<file path="src/rtl/em_project_vga.sv">
// em_project_vga: VGA 640x480@60 timing generator running on the 50 MHz
// board clock. A registered divide-by-2 (pll_clk) acts as the 25 MHz pixel
// enable, and a short lock counter stands in for PLL lock.
//
// Ports:
//   CLOCK_50    in   1   system clock, the only clock
//   reset_P     in   1   synchronous active-high reset
//   KEY         in   4   active-low pushbuttons (asynchronous, synchronized here)
//   pll_clk     out  1   divide-by-2 of CLOCK_50; a pixel step happens when it is 1
//   pll_locked  out  1   high once the lock counter reaches LOCK_CYCLES
//   horz_count  out  12  pixel column, 0..H_TOTAL-1
//   vert_count  out  12  line number, 0..V_TOTAL-1
//   horz_sync   out  1   active-low horizontal sync
//   vert_sync   out  1   active-low vertical sync
//   v_on        out  1   high inside the visible area
//
// Effective reset is reset_P or a pressed KEY[0] (after synchronization).
//
// Optional feature, macro EM_PROJECT_KEY_PAUSE_EN: while the synchronized
// KEY[1] is pressed, horz_count/vert_count hold (syncs and v_on follow the
// held counts). Without the macro KEY[3:1] are ignored.
//
// There is no FSM in this block; the full internal state (divider, lock
// counter, pixel counters) is already visible on the output ports.

module em_project_vga #(
    parameter int H_ACTIVE    = 640,
    parameter int H_FP        = 16,
    parameter int H_SYNC      = 96,
    parameter int H_BP        = 48,
    parameter int V_ACTIVE    = 480,
    parameter int V_FP        = 10,
    parameter int V_SYNC      = 2,
    parameter int V_BP        = 33,
    parameter int LOCK_CYCLES = 16
) (
    input  logic        CLOCK_50,
    input  logic        reset_P,
    input  logic [3:0]  KEY,
    output logic        pll_clk,
    output logic        pll_locked,
    output logic [11:0] horz_count,
    output logic [11:0] vert_count,
    output logic        horz_sync,
    output logic        vert_sync,
    output logic        v_on
);

    localparam logic [11:0] H_TOTAL      = 12'(H_ACTIVE + H_FP + H_SYNC + H_BP);
    localparam logic [11:0] V_TOTAL      = 12'(V_ACTIVE + V_FP + V_SYNC + V_BP);
    localparam logic [11:0] H_VIS        = 12'(H_ACTIVE);
    localparam logic [11:0] V_VIS        = 12'(V_ACTIVE);
    localparam logic [11:0] H_SYNC_FIRST = 12'(H_ACTIVE + H_FP);
    localparam logic [11:0] H_SYNC_LAST  = 12'(H_ACTIVE + H_FP + H_SYNC - 1);
    localparam logic [11:0] V_SYNC_FIRST = 12'(V_ACTIVE + V_FP);
    localparam logic [11:0] V_SYNC_LAST  = 12'(V_ACTIVE + V_FP + V_SYNC - 1);
    localparam int          LOCK_W       = $clog2(LOCK_CYCLES + 1);
    localparam logic [LOCK_W-1:0] LOCK_DONE = LOCK_W'(LOCK_CYCLES);

    logic [3:0]        key_meta;
    logic [3:0]        key_sync;
    logic [LOCK_W-1:0] lock_count;
    logic              rst;
    logic              advance;

    // Two-flop synchronizer. Deliberately not reset: its output feeds the
    // reset term, and clearing it would stretch every reset_P pulse.
    always_ff @(posedge CLOCK_50) begin
        key_meta <= KEY;
        key_sync <= key_meta;
    end

    assign rst        = reset_P | ~key_sync[0];
    assign pll_locked = (lock_count == LOCK_DONE);

`ifdef EM_PROJECT_KEY_PAUSE_EN
    logic unused_keys;
    assign unused_keys = &{1'b0, key_sync[3:2]};
    // A held KEY[1] suppresses pixel steps; divider and lock keep running.
    assign advance = pll_locked & pll_clk & key_sync[1];
`else
    logic unused_keys;
    assign unused_keys = &{1'b0, key_sync[3:1]};
    assign advance = pll_locked & pll_clk;
`endif

    always_ff @(posedge CLOCK_50) begin
        if (rst) begin
            pll_clk    <= 1'b0;
            lock_count <= '0;
            horz_count <= '0;
            vert_count <= '0;
        end else begin
            pll_clk <= ~pll_clk;
            if (lock_count != LOCK_DONE) begin
                lock_count <= lock_count + 1'b1;
            end
            if (advance) begin
                if (horz_count == H_TOTAL - 12'd1) begin
                    horz_count <= '0;
                    // Line advances only on the step where the column wraps,
                    // so both counters can wrap on the same step.
                    if (vert_count == V_TOTAL - 12'd1) begin
                        vert_count <= '0;
                    end else begin
                        vert_count <= vert_count + 12'd1;
                    end
                end else begin
                    horz_count <= horz_count + 12'd1;
                end
            end
        end
    end

    // Zero-latency decode from the counter registers; syncs stay inactive
    // and video stays off until lock.
    always_comb begin
        horz_sync = ~(pll_locked & (horz_count >= H_SYNC_FIRST) & (horz_count <= H_SYNC_LAST));
        vert_sync = ~(pll_locked & (vert_count >= V_SYNC_FIRST) & (vert_count <= V_SYNC_LAST));
        v_on      = pll_locked & (horz_count < H_VIS) & (vert_count < V_VIS);
    end

endmodule

</file>
<file path="config.mk">
export PLATFORM = sky130hd
export DESIGN_NAME = em_project_vga
export DESIGN_NICKNAME = d
export VERILOG_FILES = /design/src/rtl/em_project_vga.sv
export SDC_FILE = /design/constraint.sdc
export NUM_CORES = 1
export LEC_CHECK = 0
export ABC_CLOCK_PERIOD_IN_PS = 2350
export CORE_MARGIN = 10
export CORE_UTILIZATION = 51
export DETAILED_ROUTE_END_ITERATION = 7
export GPL_TIMING_DRIVEN = 0
export HOLD_SLACK_MARGIN = 0.05
export PLACE_DENSITY = 0.79
export SLEW_MARGIN = 20
export SYNTH_ARGS = -nofsm -noshare
export SYNTH_HDL_FRONTEND = slang
export SYNTH_SLANG_ARGS = --single-unit
</file>
<file path="constraint.sdc">
create_clock -name CLOCK_50 -period 2.35 [get_ports CLOCK_50]
set_clock_uncertainty 0.1 [all_clocks]
set_input_delay 0.235 -clock CLOCK_50 [delete_from_list [all_inputs] [get_ports CLOCK_50]]
set_output_delay 0.235 -clock CLOCK_50 [all_outputs]
set_load 0.01 [all_outputs]
</file>
### Cells colored by class

Drawn at 4 px/um. Fill, decap, tap and diode cells in gray.
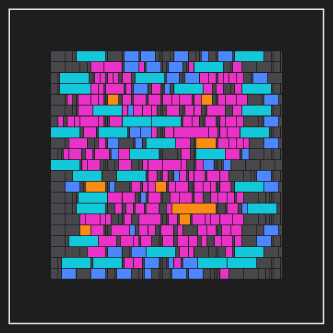
blue -> other buffers and delay cells  # cells 46, share of their area 17%
orange -> clock drivers and dummy loads  # cells 8, share of their area 4.4%
cyan -> flip-flops  # cells 32, share of their area 30%
magenta -> all other logic  # cells 162, share of their area 49%

### Clock network drawn from the DEF

Drawn at 8 px/um.
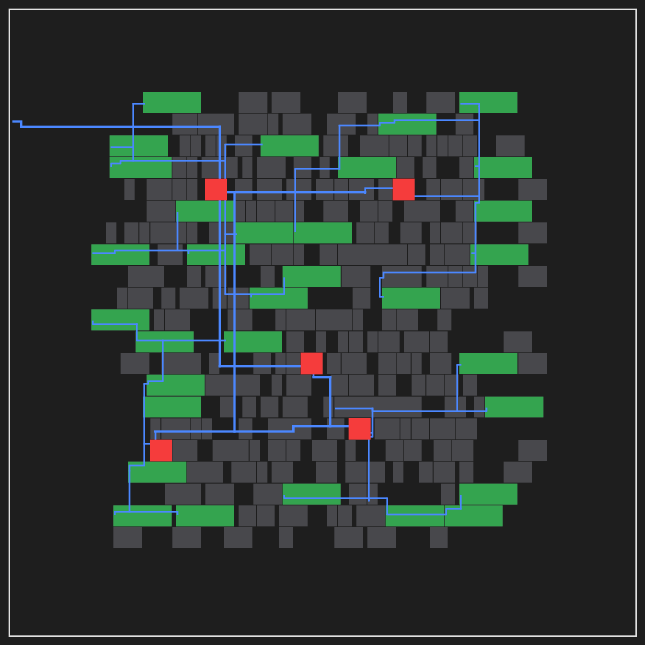
blue -> clock wires  # length 453 um
red -> cells driving clock nets  # count 5
green -> flip-flops  # count 32
routed clock nets = 6

### Ports around the boundary

Drawn at 4 px/um. Pins as bars across the die edge, other pins in gray.
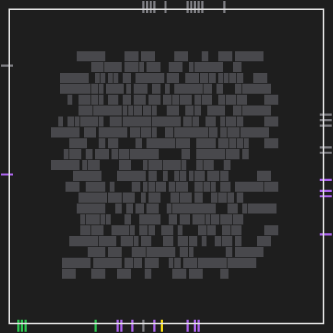
purple -> `vert_count`  # pins 12, direction output, edge 7 south, 4 east, 1 west
green -> `KEY`  # pins 4, direction input, edge south
yellow -> `vert_sync`  # pins 1, direction output, edge south

### Metal 2

Drawn at 4 px/um. Cells faint in the background.
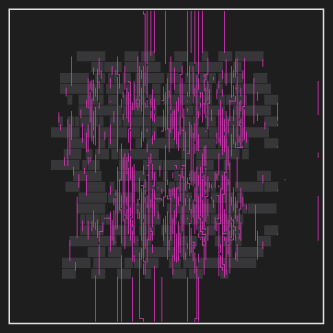
nets with wire on the layer = 217
longest straight run = 20.6 um

### Clock nets

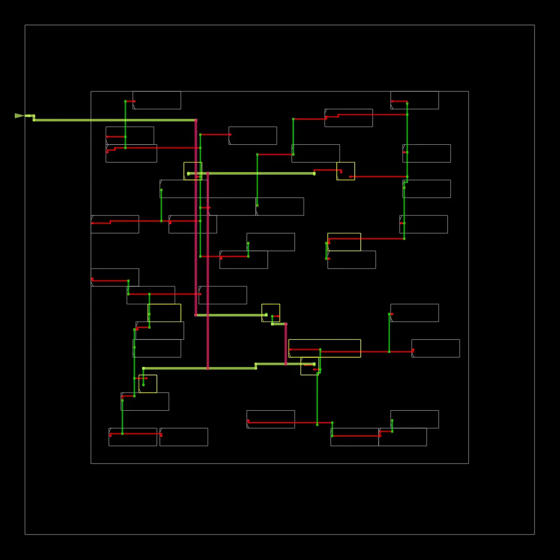
Skew-Pair Late Insertion Delay: 0.35 ns
Sink Count: 32

==> results.yml <==
# yosys + openroad results
finish:
  fin_cells: 294
  inverters: 9
  logic_gates: 153
  fin_area_um2: 2230
  regArea_um2: 642
  design.seq.count: 32
cts:
  ctsRootBufferMaster: "clkbuf_4"
  cts_made_buffers: 5
detailed_routing:
  dr.pass1.iters: 4
  initialDrtViolationCount: 287
  wl_per_cell_um: 15.3
  drt-total-wl_um: 4490
  top_layer_used: "met4"
grt:
  grt-ovfl-total: 0
  busiest_layer: "met2"
  use_met3_pct: 5.92
synth:
  ys_top_logic_family: "simple AND/OR/NAND/NOR gates"
  numSynthFlops: 32
  yosysChipArea_um2: 1730
  synth_area_um2: 1730
  edf_count: 0
floorplanning:
  core_area_um2: 3310
  tap_cells: 46
  fp_util_pct: 52.2
worst_setup_path:
  regToRegStartpoint: "lock_count[1]"
  rr_endpoint: "horz_count[2]"
  slowest_delay_ns: 0.35
  critical_path.endpoint: "v_on"
  slowest_stage: "dfxtp_1"
run_status:
  status: "completed"
pwr:
  netSwitchingPower_uw: 224
  clk-power_uw: 483
sta:
  setup_viol: 0
  max_freq_ghz: 0.456
  hold_ws_ns: 0.233
place:
  io_buffers: 31
hold_path:
  hp-class: "in2reg"
-- registers in the layout, summed over array words and instances, names as in the netlist --
name	count
key_sync	1
horz_count	12
pll_clk	1
vert_count	12
key_meta	1
lock_count	5
-- how the worst min path moves through the flow --
stage / from / endpoint / depth (start not counted) / slack, ns
floorplan: KEY[0] / key_meta[0] / 0 / 0.16
global placement: key_meta[0] / key_sync[0] / 0 / 0.21
detailed placement: key_meta[0] / key_sync[0] / 0 / 0.21
CTS: KEY[0] / key_meta[0] / 1 / 0.23
global route: KEY[0] / key_meta[0] / 1 / 0.22
finish: KEY[0] / key_meta[0] / 1 / 0.23
Power figures rest on the tool's default switching activity, not on a simulated workload.
